--- src/rtl/dtcm_lsu.sv ---
// dtcm_lsu: byte/half/word load-store unit in front of a word-addressed data TCM without byte enables.
// Sub-word stores are read-modify-write. Define LSU_ERR_EN to enable misalign/range/funct3 error responses.
module dtcm_lsu #(
    parameter int AW = 4,
    parameter int DW = 32
) (
    input  logic          CLK,
    input  logic          RST_N,
    input  logic          REQ_VALID,
    output logic          REQ_READY,
    input  logic          REQ_WE,
    input  logic [2:0]    REQ_FUNCT3,
    input  logic [31:0]   REQ_ADDR,
    input  logic [DW-1:0] REQ_WDATA,
    output logic          RSP_VALID,
    input  logic          RSP_READY,
    output logic [DW-1:0] RSP_RDATA,
    output logic          RSP_ERR,
    output logic [AW-1:0] TCM_WADDR,
    output logic [DW-1:0] TCM_WDATA,
    output logic          TCM_WEN,
    output logic [AW-1:0] TCM_RADDR,
    input  logic [DW-1:0] TCM_RDATA,
    output logic          TCM_REN
);
    typedef enum logic [1:0] {IDLE, RD, WR, RSP} state_t;

    state_t        state_q, state_d;
    logic          we_q, we_d;
    logic [1:0]    sz_q, sz_d;          // 0 byte, 1 half, 2 word
    logic          uns_q, uns_d;
    logic [AW+1:0] addr_q, addr_d;
    logic [DW-1:0] wdata_q, wdata_d, buf_q, buf_d, rdata_q, rdata_d;
    logic          err_q, err_d;

    logic          illegal, req_err;
    logic [1:0]    req_sz;
    logic [7:0]    ld_b;
    logic [15:0]   ld_h;
    logic [DW-1:0] ld_ext, st_merge;

    always_comb begin
        illegal = (REQ_FUNCT3[1:0] == 2'b11) || (REQ_FUNCT3[2] && (REQ_FUNCT3[1] || REQ_WE));
        req_sz  = illegal ? 2'd2 : REQ_FUNCT3[1:0];
    end

`ifdef LSU_ERR_EN
    assign req_err = illegal
                  || (req_sz == 2'd1 && REQ_ADDR[0])
                  || (req_sz == 2'd2 && REQ_ADDR[1:0] != 2'b00)
                  || (REQ_ADDR[31:AW+2] != '0);
`else
    // Without checks the upper address bits alias onto the TCM; low bits are ignored by lane selection.
    logic unused_addr;
    assign unused_addr = ^REQ_ADDR[31:AW+2];
    assign req_err     = 1'b0;
`endif

    always_comb begin
        ld_b = TCM_RDATA[{addr_q[1:0], 3'b000} +: 8];
        ld_h = TCM_RDATA[{addr_q[1], 4'b0000} +: 16];
        case (sz_q)
            2'd0:    ld_ext = uns_q ? {24'd0, ld_b} : {{24{ld_b[7]}}, ld_b};
            2'd1:    ld_ext = uns_q ? {16'd0, ld_h} : {{16{ld_h[15]}}, ld_h};
            default: ld_ext = TCM_RDATA;
        endcase
    end

    always_comb begin
        st_merge = buf_q;
        case (sz_q)
            2'd0:    st_merge[{addr_q[1:0], 3'b000} +: 8] = wdata_q[7:0];
            2'd1:    st_merge[{addr_q[1], 4'b0000} +: 16] = wdata_q[15:0];
            default: st_merge = wdata_q;
        endcase
    end

    always_comb begin
        state_d = state_q;
        we_d    = we_q;
        sz_d    = sz_q;
        uns_d   = uns_q;
        addr_d  = addr_q;
        wdata_d = wdata_q;
        buf_d   = buf_q;
        rdata_d = rdata_q;
        err_d   = err_q;
        case (state_q)
            IDLE: if (REQ_VALID) begin
                we_d    = REQ_WE;
                sz_d    = req_sz;
                uns_d   = REQ_FUNCT3[2];
                addr_d  = REQ_ADDR[AW+1:0];
                wdata_d = REQ_WDATA;
                rdata_d = '0;
                err_d   = req_err;
                if (req_err)                      state_d = RSP;
                else if (REQ_WE && req_sz == 2'd2) state_d = WR;
                else                              state_d = RD;
            end
            RD: begin
                buf_d = TCM_RDATA;
                if (we_q) state_d = WR;
                else begin
                    rdata_d = ld_ext;
                    state_d = RSP;
                end
            end
            WR:      state_d = RSP;
            RSP:     if (RSP_READY) state_d = IDLE;
            default: state_d = IDLE;
        endcase
    end

    always_ff @(posedge CLK or negedge RST_N) begin
        if (!RST_N) begin
            state_q <= IDLE;
            we_q    <= 1'b0;
            sz_q    <= 2'd0;
            uns_q   <= 1'b0;
            addr_q  <= '0;
            wdata_q <= '0;
            buf_q   <= '0;
            rdata_q <= '0;
            err_q   <= 1'b0;
        end else begin
            state_q <= state_d;
            we_q    <= we_d;
            sz_q    <= sz_d;
            uns_q   <= uns_d;
            addr_q  <= addr_d;
            wdata_q <= wdata_d;
            buf_q   <= buf_d;
            rdata_q <= rdata_d;
            err_q   <= err_d;
        end
    end

    // Strobes decode straight from the state register so an async reset kills them at once.
    assign REQ_READY = (state_q == IDLE);
    assign RSP_VALID = (state_q == RSP);
    assign RSP_RDATA = rdata_q;
    assign RSP_ERR   = err_q;
    assign TCM_REN   = (state_q == RD);
    assign TCM_WEN   = (state_q == WR);
    assign TCM_RADDR = TCM_REN ? addr_q[AW+1:2] : '0;
    assign TCM_WADDR = TCM_WEN ? addr_q[AW+1:2] : '0;
    assign TCM_WDATA = TCM_WEN ? st_merge : '0;

endmodule
--- config.mk ---
export PLATFORM = sky130hd
export DESIGN_NAME = dtcm_lsu
export DESIGN_NICKNAME = d
export VERILOG_FILES = /design/src/rtl/dtcm_lsu.sv
export SDC_FILE = /design/constraint.sdc
export NUM_CORES = 1
export LEC_CHECK = 0
export CORE_UTILIZATION = 40
export CTS_CLUSTER_SIZE = 12
export DETAILED_ROUTE_END_ITERATION = 8
export PLACE_DENSITY = 0.68
export SETUP_SLACK_MARGIN = 0.2
export SYNTH_ARGS = -nofsm -noshare
export SYNTH_HDL_FRONTEND = slang
export SYNTH_SLANG_ARGS = --single-unit
--- constraint.sdc ---
create_clock -name CLK -period 4.4 [get_ports CLK]
set_input_delay 0.88 -clock CLK [delete_from_list [all_inputs] [get_ports CLK]]
set_output_delay 0.88 -clock CLK [all_outputs]
set_load 0.02 [all_outputs]
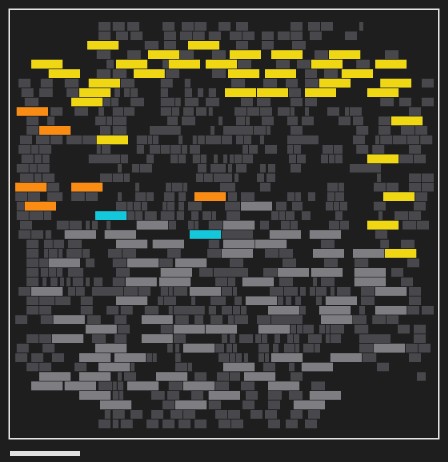
run_1/flops_by_reg.png
The bar under the picture is 20 um long.
[cyan] sz_q | placed flops: 2
[yellow] wdata_q | placed flops: 32 | where: a band across the top
[orange] addr_q | placed flops: 6 | where: middle left
not colored: 68
post-layout utilization of the core: 55.5%
Storage cell area: 2700 um^2

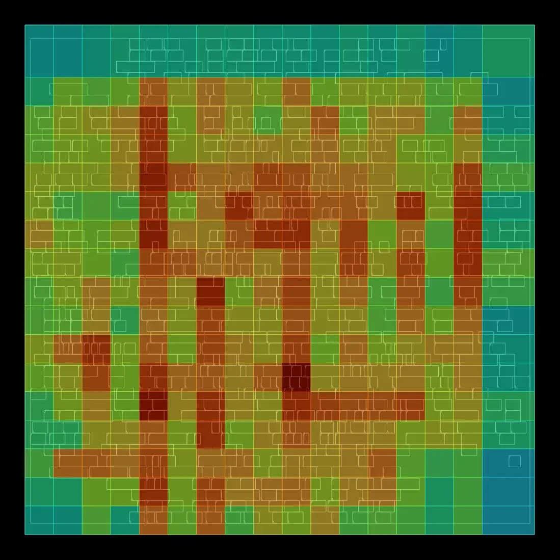
run_1/congestion.png
M2 GR Usage: 39.9%
met1 usage: 32.9%
routed length per instance: 21.4 um
met3 global-route usage: 6.04%

==> impl_metrics.tcl, run 1 <==
# collected from the flow reports
set metrics [dict create \
    clock.fmax_ghz 0.252 \
    buf_share_pct 20.9 \
    arrival_ns 3.09 \
    slew_violations 0 \
    grt_overflow 0 \
    drcViolationCount 0 \
    fin_ws_ns 0.434 \
    cp_num_buf_inv 3 \
    pwr-share-seq_pct 31.5 \
    flops 108 \
    comb_cells 360 \
    critPathCaptureType "output pin" \
    fp_util_pct 41.5 \
    power_density_nw_per_um2 781 \
    cts_setup_buffers 0 \
    vias 5039 \
    drt_wl_total_um 18100 \
    critPathTopFamily "buffers and inverters" \
    dr.pass1.iters 5 \
    combPwrFrac_pct 56.0 \
    nNonClkBuffers 166 \
    worstSetupPathType "flop to output pin" \
    fin_nets 775 \
    synth.most_common_cell "dfrtp_1" \
    power.leakage_nw 3.21 \
    p_clk_uw 769 \
    yosysChipArea_um2 5860 \
    syn-mean-instance-area_um2 11.2 \
    ys_sh_simple_pct 7.88 \
    first_global_vias 5154 \
    comb_area_um2 2930 \
    postCtsHoldBufs 0 \
    hpwl_um 13000 \
    worstPathRequired_ns 3.52 \
    mux_share_pct 18.5 \
    place_ws_ns 0.545 \
    drtAntennaViolNets 0 \
    grt-busiest-layer "met2" \
    track_usage_pct 24.9 \
    nFillCells 1251 \
    period_used_pct 90.1 \
    yosysCellCount 525 \
    core_um2 14100 \
    tns_ns 0 \
    cts_tree "built" \
    area_growth_pct 33.5 \
    p_comb_mw 3.42 \
    port_buffers 153 \
    synth_flops 108 \
    critical_path.max_stage_delay_ns 0.69 \
    synthArstFlopShare_pct 100 \
    rows 43 \
    yosysWarningCount 0 \
    crit_chain "inv_1 -> ha_2 -> nand2_1 -> o31ai_1 -> buf_4 -> nand2_1 -> a221oi_1 -> clkdlybuf4s50_1" \
    yosys.area.top_type_share_pct 46.1 \
    aoi_share_pct 21.5 \
    status "finished clean" \
    hold_slack_ns 0.498 \
    antenna_found_initial 0 \
    tapCellCount 180 \
    power-top-group "combinational logic" \
    ios 181 \
    largestClassByArea "multi-input combinational cells" \
    yosys.area.top_type "dfrtp_1" \
    finalSetupViolCount 0 \
    drt_iter0_markers 417 \
    maxCapViolations 0 \
    edf_count 0 \
    ys_types 45 \
    insertion_delay_ns 0.36 \
    ir_drop_v 0.000513 \
]
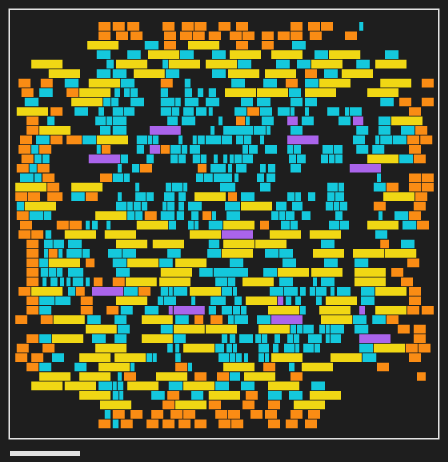
run_1/placement_by_type.png
The bar under the picture is 20 um long.
[cyan] combinational and other logic | cells: 377 | share of their area: 39%
[purple] clock drivers and dummy loads | cells: 15 | share of their area: 3.5%
[orange] other buffers and delay cells | cells: 166 | share of their area: 21%
[yellow] flops | cells: 108 | share of their area: 36%

-- run 1: per-stage QoR --
step / cells / utilization (%)
2_1_floorplan: 525 / -
3_3_place_gp: 830 / 53.4
3_5_place_dp: 830 / 53.4
4_1_cts: 845 / 55.4
5_1_grt: 846 / 55.5
6_report: 846 / 55.5
-- run 1: worst paths after layout --
kind | from | end | slack [ns] | depth (start not counted)
max in group asynchronous | RST_N | wdata_q[25] | 2.75 | 2
hold / removal | RSP_RDATA[5] | RSP_RDATA[5] | 0.50 | 2
setup / recovery | addr_q[0] | TCM_WDATA[5] | 0.43 | 8
min in group asynchronous | RST_N | RSP_RDATA[28] | 0.68 | 1
hold reg to reg | RSP_RDATA[5] | RSP_RDATA[5] | 0.50 | 2
setup reg to reg | sz_q[1] | RSP_RDATA[29] | 1.66 | 5
==> run 1 -> run 2 <==
--- a/config.mk
+++ b/config.mk
@@ -6,6 +6,7 @@
 export NUM_CORES = 1
 export LEC_CHECK = 0
 export CORE_UTILIZATION = 40
+export CTS_BUF_LIST = sky130_fd_sc_hd__clkbuf_4 sky130_fd_sc_hd__clkbuf_8 sky130_fd_sc_hd__clkbuf_16
 export CTS_CLUSTER_SIZE = 12
 export DETAILED_ROUTE_END_ITERATION = 8
 export PLACE_DENSITY = 0.68
==> constraint.sdc (replaced) <==
create_clock -name CLK -period 4.16 [get_ports CLK]
set_input_delay 0.832 -clock CLK [delete_from_list [all_inputs] [get_ports CLK]]
set_output_delay 0.832 -clock CLK [all_outputs]
set_load 0.02 [all_outputs]
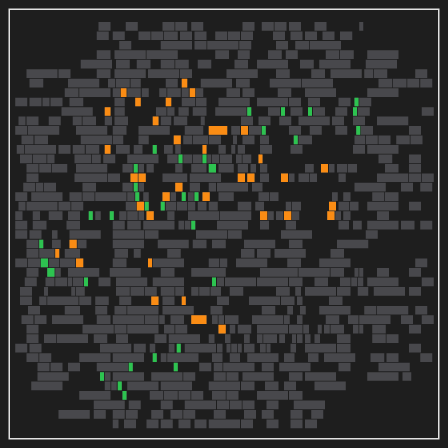
run_2/logic_types.png
[green] NAND gates | cells: 34
[orange] NOR gates | cells: 36

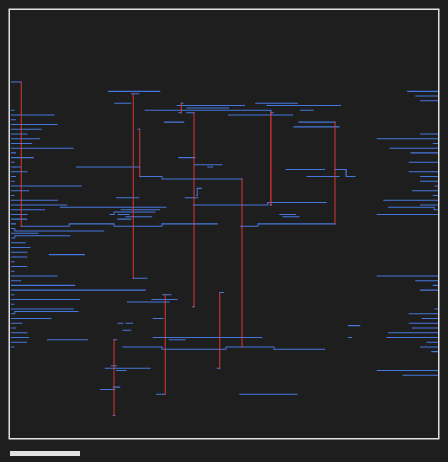
run_2/wires.png
The bar under the picture is 20 um long. Only two layers are drawn.
[blue] metal 3 | wire length: 1360 um
[red] metal 4 | wire length: 343 um

==> run 2 against run 1 <==
Against the previous run:
- flip-flop count stayed put
- via count hardly changed
- count of clock-buffer cells in the layout stayed put
- critical path depth is 1 lower
- clock power is 18% higher
- first-iteration DRC count is 15% higher
- utilization is 0.49 points higher
- area after synthesis stayed put
- die size stayed put
- power is 7.9% higher
- largest power group unchanged
==> impl_metrics.tcl, run 2 <==
# collected from the flow reports
set metrics [dict create \
    synthArstFlopShare_pct 100 \
    ir_drop_v 0.000435 \
    startpoint_type "flop" \
    cp.depth 7 \
    vias 5043 \
    port_buffers 153 \
    area_growth_pct 34.7 \
    yosysCellCount 525 \
    track_usage_pct 24.7 \
    r2r_end "RSP_RDATA[23]" \
    xor_share_pct 0 \
    ff2ff_path_depth 5 \
    min_to "RSP_RDATA[7]" \
    dr.pass1.iters 5 \
    fin_util_pct 56.0 \
    ios 181 \
    hold_path_class "flop to flop" \
    hpwl_um 13000 \
    holdPathStages 1 \
    power.leakage_nw 3.21 \
    maxCapViolations 0 \
    fin_ws_ns 0.284 \
    ys_sh_simple_pct 7.88 \
    nNonClkBuffers 167 \
    comb_cells 360 \
    fp_util_pct 41.5 \
    syn-mean-instance-area_um2 11.2 \
    use_met2_pct 40.1 \
    use_met3_pct 6.46 \
    fin_nets 776 \
    routedWlPerCell_um 21.1 \
    yosysChipArea_um2 5860 \
    grt-busiest-layer "met2" \
    antenna_found_initial 0 \
    crit_chain "clkinvlp_4 -> ha_2 -> o31ai_1 -> buf_4 -> nand2_1 -> a221oi_1 -> clkdlybuf4s50_1" \
    tapCellCount 180 \
    flops 108 \
    ff2ff_setup_slack_ns 1.46 \
    power_density_nw_per_um2 835 \
    arrival_ns 3.04 \
    synth_flops 108 \
    critPathTopFamily "buffers and inverters" \
    mux_share_pct 18.5 \
    ys_types 45 \
    cts_tree "built" \
    status "finished clean" \
    yosys.area.top_type "dfrtp_1" \
    insertion_delay_ns 0.36 \
    worstReg2RegStart "sz_q[1]" \
    syn-cell-area_um2 5860 \
    first_global_vias 5059 \
    crit_end "TCM_WDATA[5]" \
    yosys.area.top_type_share_pct 46.1 \
    cts_setup_buffers 0 \
    grt_overflow 0 \
    worstPathRequired_ns 3.33 \
    drcViolationCount 0 \
    worstHoldStart "RSP_RDATA[7]" \
    critical_path.max_stage_delay_ns 0.71 \
    synth.most_common_cell "dfrtp_1" \
    period_used_pct 93.2 \
    rows 43 \
    drtAntennaViolNets 0 \
    tns_ns 0 \
    n_antenna_cell 0 \
    cp_num_buf_inv 3 \
    worstSetupPathType "flop to output pin" \
    drt_iter0_markers 481 \
    core_um2 14100 \
    buf_share_pct 20.9 \
    drt_wl_total_um 17900 \
    aoi_share_pct 21.5 \
    regArea_um2 2700 \
    largestClassByArea "multi-input combinational cells" \
    edf_count 0 \
    slew_violations 0 \
    nFillCells 1237 \
    critPathCaptureType "output pin" \
    place_ws_ns 0.581 \
    clock.fmax_ghz 0.258 \
    yosysWarningCount 0 \
    grtUsageMet1_pct 32.3 \
]
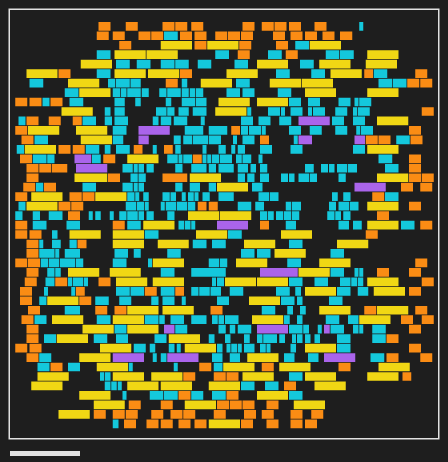
run_2/placement_by_type.png
The bar under the picture is 20 um long.
[yellow] flops | cells: 108 | share of their area: 35%
[purple] clock drivers and dummy loads | cells: 16 | share of their area: 4.1%
[orange] other buffers and delay cells | cells: 167 | share of their area: 22%
[cyan] combinational and other logic | cells: 377 | share of their area: 39%

[run 2: cell counts after synthesis]
No cell type changed its count.
[run 2: through the flow]
| step | std cells | hold slack [ns] |
|---|---|---|
| 2_1_floorplan | 525 | 0.480 |
| 3_3_place_gp | 832 | 0.465 |
| 3_5_place_dp | 832 | 0.473 |
| 4_1_cts | 848 | 0.488 |
| 5_1_grt | 848 | 0.502 |
| 6_report | 848 | 0.485 |
[run 2: power by group]
part	internal (mW)	switching (mW)
registers	1.51	0.535
clock network	0.490	0.418
logic	1.79	1.84
total	3.79	2.79
[run 2: cells by family (layout without fill, tap and decap cells)]
kind of cell | Yosys count | count (layout)
buffers and inverters | 57 | 200
and+or+nand+nor | 86 | 86
muxes | 97 | 97
other | 1 | 1
adders and majority gates | 9 | 9
AOI/OAI and AO/OA | 167 | 167
DFF | 108 | 108
Power figures rest on the tool's default switching activity, not on a simulated workload.
